==> images/floorplan.png <==
Bar = 20 µm. Pins as bars on the die edge.
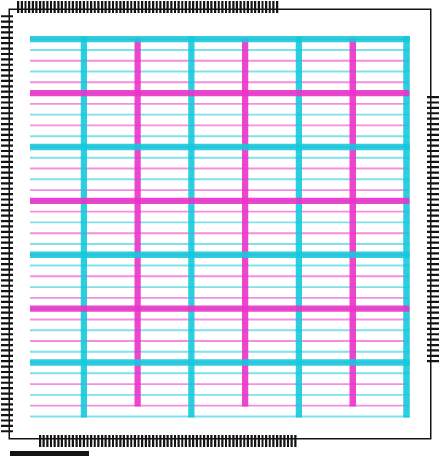
==> images/class_map.png <==
Bar = 20 µm.
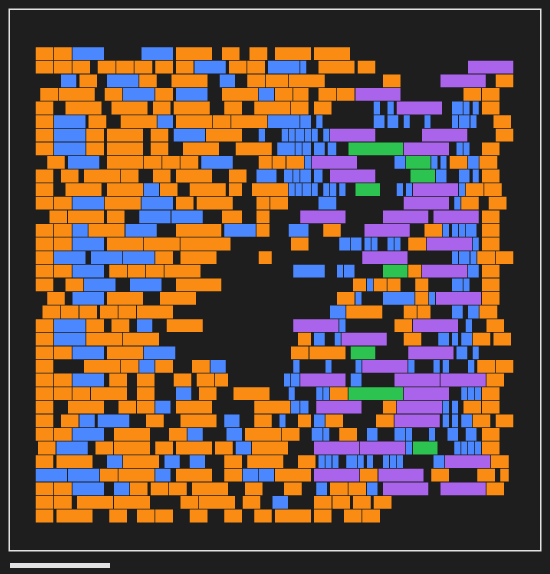
==> images/clock_wires.png <==
Bar = 20 µm.
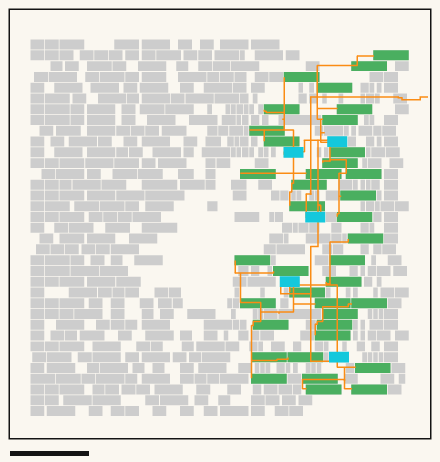
`config.mk`:
```
export PLATFORM = sky130hd
export DESIGN_NAME = mem_arbiter
export DESIGN_NICKNAME = d
export VERILOG_FILES = /design/src/rtl/mem_pkg.sv /design/src/rtl/rr_select.sv /design/src/rtl/mem_arbiter.sv
export SDC_FILE = /design/constraint.sdc
export NUM_CORES = 1
export LEC_CHECK = 0
export ABC_AREA = 1
export CORE_AREA = 5 5 101 103
export DETAILED_ROUTE_END_ITERATION = 16
export DIE_AREA = 0 0 106 108
export PLACE_DENSITY = 0.77
export REMOVE_ABC_BUFFERS = 1
export SETUP_SLACK_MARGIN = 0.02
export SYNTH_ARGS = -nofsm -noshare
export SYNTH_HDL_FRONTEND = slang
export SYNTH_SLANG_ARGS = --single-unit
```
`constraint.sdc`:
```
create_clock -name clk -period 2.65 [get_ports clk]
set_input_delay 0.53 -clock clk [delete_from_list [all_inputs] [get_ports clk]]
set_output_delay 0.53 -clock clk [all_outputs]
set_load 0.05 [all_outputs]
```
`src/rtl/mem_pkg.sv`:
```
// Shared types and default widths for the memory arbiter slice.
package mem_pkg;

  // ARB: selection is free each cycle. HOLD: selection frozen until the memory grants.
  typedef enum logic [0:0] {
    ARB  = 1'b0,
    HOLD = 1'b1
  } arb_state_e;

  localparam int NUM_MASTERS_DEF = 2;
  localparam int ADDR_W_DEF      = 32;
  localparam int DATA_W_DEF      = 32;

  // Width of a master index / round-robin pointer; at least one bit.
  function automatic int ptr_w(input int n);
    return (n > 1) ? $clog2(n) : 1;
  endfunction

endpackage

```
`src/rtl/rr_select.sv`:
```
// Round-robin pick: the first requester at or after ptr, wrapping to index 0.
module rr_select
  import mem_pkg::*;
#(
  parameter int N     = NUM_MASTERS_DEF,
  parameter int PTR_W = ptr_w(N)
) (
  input  logic [N-1:0]     req,
  input  logic [PTR_W-1:0] ptr,
  output logic [N-1:0]     sel,
  output logic             valid
);

  // First pass scans indices >= ptr, second pass wraps around from index 0.
  always_comb begin
    sel   = '0;
    valid = 1'b0;
    for (int i = 0; i < N; i++) begin
      if (!valid && req[i] && (i >= int'(ptr))) begin
        sel[i] = 1'b1;
        valid  = 1'b1;
      end
    end
    for (int i = 0; i < N; i++) begin
      if (!valid && req[i]) begin
        sel[i] = 1'b1;
        valid  = 1'b1;
      end
    end
  end

endmodule

```
`src/rtl/mem_arbiter.sv`:
```
// Round-robin arbiter placing NUM_MASTERS masters onto one memory port.
//
// Handshake: a request is a level on m_req_i (and on s_req_o toward memory);
// it completes in the cycle where it is selected and s_gnt_i is high, which is
// exactly when m_gnt_o pulses. Without a grant the selection is frozen (HOLD)
// until the memory grants or the held master withdraws. The response arrives
// one cycle after the grant on s_rvalid_i and is routed to the owning master.
module mem_arbiter
  import mem_pkg::*;
#(
  parameter int NUM_MASTERS = NUM_MASTERS_DEF,
  parameter int ADDR_W      = ADDR_W_DEF,
  parameter int DATA_W      = DATA_W_DEF
) (
  input  logic                          clk,
  input  logic                          rst_n,
  input  logic [NUM_MASTERS-1:0]        m_req_i,
  input  logic [NUM_MASTERS*ADDR_W-1:0] m_addr_i,
  input  logic [NUM_MASTERS-1:0]        m_we_i,
  input  logic [NUM_MASTERS*DATA_W-1:0] m_wdata_i,
  output logic [NUM_MASTERS-1:0]        m_gnt_o,
  output logic [NUM_MASTERS-1:0]        m_rvalid_o,
  output logic [DATA_W-1:0]             m_rdata_o,
  output logic                          s_req_o,
  output logic [ADDR_W-1:0]             s_addr_o,
  output logic                          s_we_o,
  output logic [DATA_W-1:0]             s_wdata_o,
  input  logic                          s_gnt_i,
  input  logic                          s_rvalid_i,
  input  logic [DATA_W-1:0]             s_rdata_i,
  output arb_state_e                    dbg_state
);

  localparam int PTR_W = ptr_w(NUM_MASTERS);

  arb_state_e             state_q, state_d;
  logic [PTR_W-1:0]       rr_q, owner_q;
  logic [PTR_W-1:0]       sel_idx, sel_next;
  logic                   owner_vld_q;
  logic [DATA_W-1:0]      rdata_q;
  logic [NUM_MASTERS-1:0] hold_sel_q;
  logic [NUM_MASTERS-1:0] rr_sel, cur_sel;
  logic                   rr_vld, cur_vld, gnt;

  rr_select #(
    .N     (NUM_MASTERS),
    .PTR_W (PTR_W)
  ) u_rr_select (
    .req   (m_req_i),
    .ptr   (rr_q),
    .sel   (rr_sel),
    .valid (rr_vld)
  );

  // FSM state register.
  always_ff @(posedge clk or negedge rst_n) begin
    if (!rst_n) state_q <= ARB;
    else        state_q <= state_d;
  end

  // Selection, memory-side mux, grant pass-through and next state.
  always_comb begin
    state_d   = state_q;
    cur_sel   = '0;
    cur_vld   = 1'b0;
    s_addr_o  = '0;
    s_we_o    = 1'b0;
    s_wdata_o = '0;
    sel_idx   = '0;
    sel_next  = '0;
    if (state_q == HOLD) begin
      // A held master that withdraws leaves nothing selected this cycle.
      cur_sel = hold_sel_q & m_req_i;
      cur_vld = |cur_sel;
    end else begin
      cur_sel = rr_sel;
      cur_vld = rr_vld;
    end
    for (int i = 0; i < NUM_MASTERS; i++) begin
      if (cur_sel[i]) begin
        s_addr_o  = m_addr_i[i*ADDR_W +: ADDR_W];
        s_we_o    = m_we_i[i];
        s_wdata_o = m_wdata_i[i*DATA_W +: DATA_W];
        sel_idx   = PTR_W'(i);
        sel_next  = (i == NUM_MASTERS - 1) ? '0 : PTR_W'(i + 1);
      end
    end
    s_req_o = cur_vld;
    gnt     = cur_vld & s_gnt_i;
    m_gnt_o = gnt ? cur_sel : '0;
    case (state_q)
      ARB:     if (cur_vld && !s_gnt_i) state_d = HOLD;
      HOLD:    if (!cur_vld || s_gnt_i) state_d = ARB;
      default: state_d = ARB;
    endcase
  end

  // Pointer, held selection, response owner and captured read data.
  always_ff @(posedge clk or negedge rst_n) begin
    if (!rst_n) begin
      rr_q        <= '0;
      owner_q     <= '0;
      owner_vld_q <= 1'b0;
      rdata_q     <= '0;
      hold_sel_q  <= '0;
    end else begin
      owner_vld_q <= gnt;
      if (state_q == ARB) hold_sel_q <= cur_sel;
      if (gnt) begin
        rr_q    <= sel_next;
        owner_q <= sel_idx;
        if (!s_we_o) rdata_q <= s_rdata_i;
      end
    end
  end

  // Response routing to the master granted in the previous cycle.
  always_comb begin
    m_rvalid_o = '0;
    if (s_rvalid_i && owner_vld_q) m_rvalid_o[owner_q] = 1'b1;
  end

  assign m_rdata_o = rdata_q;
  assign dbg_state = state_q;

endmodule

```
==> impl_metrics.py <==
# Auto-generated metrics
metrics = {
    "synth": {
        "yosys.area_share.aoi_pct": 24.4,
        "seq_area_frac_synth_pct": 40.3,
        "simple_gate_area_share_pct": 25.5,
        "synth_top_area_share_pct": 40.3,
        "yosysUniqueCellTypes": 19,
        "edf_count": 0,
        "netlist.top_cell.by_area": "dfrtp_1",
        "synthCells": 269,
        "synth_area_um2": 2360,
        "yosys_cells": 269,
        "fa_ha_area_share_pct": 0,
        "common_cells": "77 x nand2_1, 64 x a22o_1, 38 x dfrtp_1",
        "most_common_cell": "nand2_1",
        "ys_top_logic_family": "simple AND/OR/NAND/NOR gates",
        "synthTopCellsByArea": "dfrtp_1 40%, a22o_1 24%, nand2_1 12%, nand4_1 8.5%, buf_6 3.8%",
        "ys_area_um2": 2360,
        "xor_area_share_pct": 0,
        "yosys_register_bits": 38,
        "mux_area_share_pct": 0,
        "ys.flop_type": "dfrtp_1",
        "synth_warnings": 0,
    },
    "route": {
        "wl_per_cell_um": 21.5,
        "routed_wl_um": 14000,
        "top_layer": "met4",
        "first_pass_iters": 4,
        "drt-initial-drc-count": 115,
        "drt.antenna.violating_nets": 0,
        "vias": 3288,
        "wl_met1_um": 4840,
        "drc": 0,
        "viasPerCell": 5.04,
        "wl_met3_um": 1240,
        "wl_met2_um": 7600,
    },
    "finish": {
        "nMultiInputCombCells": 193,
        "n_fill_cell": 633,
        "lay_top_count": "clkdlybuf4s50_1",
        "logic_area_um2": 1540,
        "nNetsFinal": 708,
        "final_cell_mix": "197 x clkdlybuf4s50_1, 76 x nand2_1, 68 x buf_12",
        "inverters": 11,
        "comb_area_share_pct": 24.1,
        "bufAreaShareNonClock_pct": 56.0,
        "clock_area_share_pct": 2.23,
        "final_layout_size_suffix_gt1_share_pct": 27.7,
        "diodes": 0,
        "nClkBuffers": 6,
        "post_layout_nonfiller_instances": 652,
        "dominant_cells": "buffers",
        "buffers": 291,
        "area_growth_pct": 171,
    },
    "pwr": {
        "p_comb_share_pct": 74.1,
        "maxPowerGroup": "combinational cells",
        "p_switching_mw": 2.70,
        "seq-power_mw": 0.881,
        "p_comb_mw": 4.25,
        "finalPower_mw": 5.73,
        "ir_drop_mv": 0.406,
        "p_clk_share_pct": 10.5,
        "power.density_nw_per_um2": 895,
        "p_int_mw": 3.04,
        "power.leakage_nw": 2.90,
    },
    "global_route": {
        "grt-busiest-layer": "met2",
        "use_met3_pct": 7.10,
        "gr-usage-met1_pct": 21.9,
        "globalRouteOverflowTotal": 0,
        "grt_util_all_layers_pct": 21.4,
        "antenna_found_initial": 0,
        "grt_pass1_vias": 3487,
        "grt_util_met2_pct": 41.3,
        "grt_start_max_net_pins": 39,
    },
    "sta": {
        "maxSlewViolCount": 0,
        "setup_slack_ps": 162,
        "finalClockPeriodUsage_pct": 93.9,
        "fin_skew_ps": 7.04,
        "whs_ps": 318,
        "finalHoldViolations": 0,
        "setup_viol": 0,
        "tns_ps": 0,
        "maxSlewHeadroom_pct": 45.3,
    },
    "place": {
        "io_buffer_count": 270,
        "place_area_um2": 5810,
        "place_ws_ps": -10.9,
        "dp.cells": 639,
        "gp_congestion": 0.931,
        "dp_hpwl_um": 10700,
    },
    "job": {
        "cap_violations": 0,
    },
    "cts": {
        "cts_root_buffer": "clkbuf_8",
        "holdBufCountCts": 0,
        "cts_num_sinks": 38,
        "cts_tree": "yes",
        "htreeDepth": 2,
        "clk_pin_slew_ps": 80,
        "cts_setup_buffers": 2,
    },
    "setup_path": {
        "required_ps": 2120,
        "crit_type": "in -> out",
        "critPathLaunch": "m_req_i[1]",
        "cp_top_family": "buffers and inverters",
        "path_buffers": 4,
        "reg2regPathDepth": 10,
        "end_kind": "primary output",
        "r2r_setup_slack_ps": 580,
        "r2r-end": "m_rdata_o[7]",
        "worstPathMaxFanout": 12,
        "critPathSlowestCell": "dlygate4sd2_1",
        "cp_num_cells": 8,
    },
    "floorplanning": {
        "nWellTaps": 111,
        "io_pins": 271,
        "die_w_um": 106,
        "die_h_um": 108,
    },
    "outcome": {
        "status": "finished, final reports clean",
    },
}
About floorplan.png:
legend:
  cyan:
    net: VSS
  magenta:
    net: VDD
signal pins: 271
rows: 35
met1 rails: 36
met5 straps: 7

About class_map.png:
legend:
  orange:
    class: remaining buffers and delay cells
    cells: 291
  green:
    class: clock drivers and dummy loads
    cells: 8
  blue:
    class: remaining logic cells
    cells: 204
  purple:
    class: registers
    cells: 38
Core Area: 9110 µm²
Seq/total area: 14.8%
Layout Utilization: 70.3%
post-route cell area: 6410 µm²

About clock_wires.png:
legend:
  cyan:
    item: clock-net drivers
    count: 5
  green:
    item: flip-flops
    count: 38
  orange:
    item: clock wires
    length: 480 µm
routed clock nets: 6
P_clk: 0.604 mW
Late-Pin Clk Latency: 290 ps

No activity file was given, so power comes from the tool's default toggle rates.
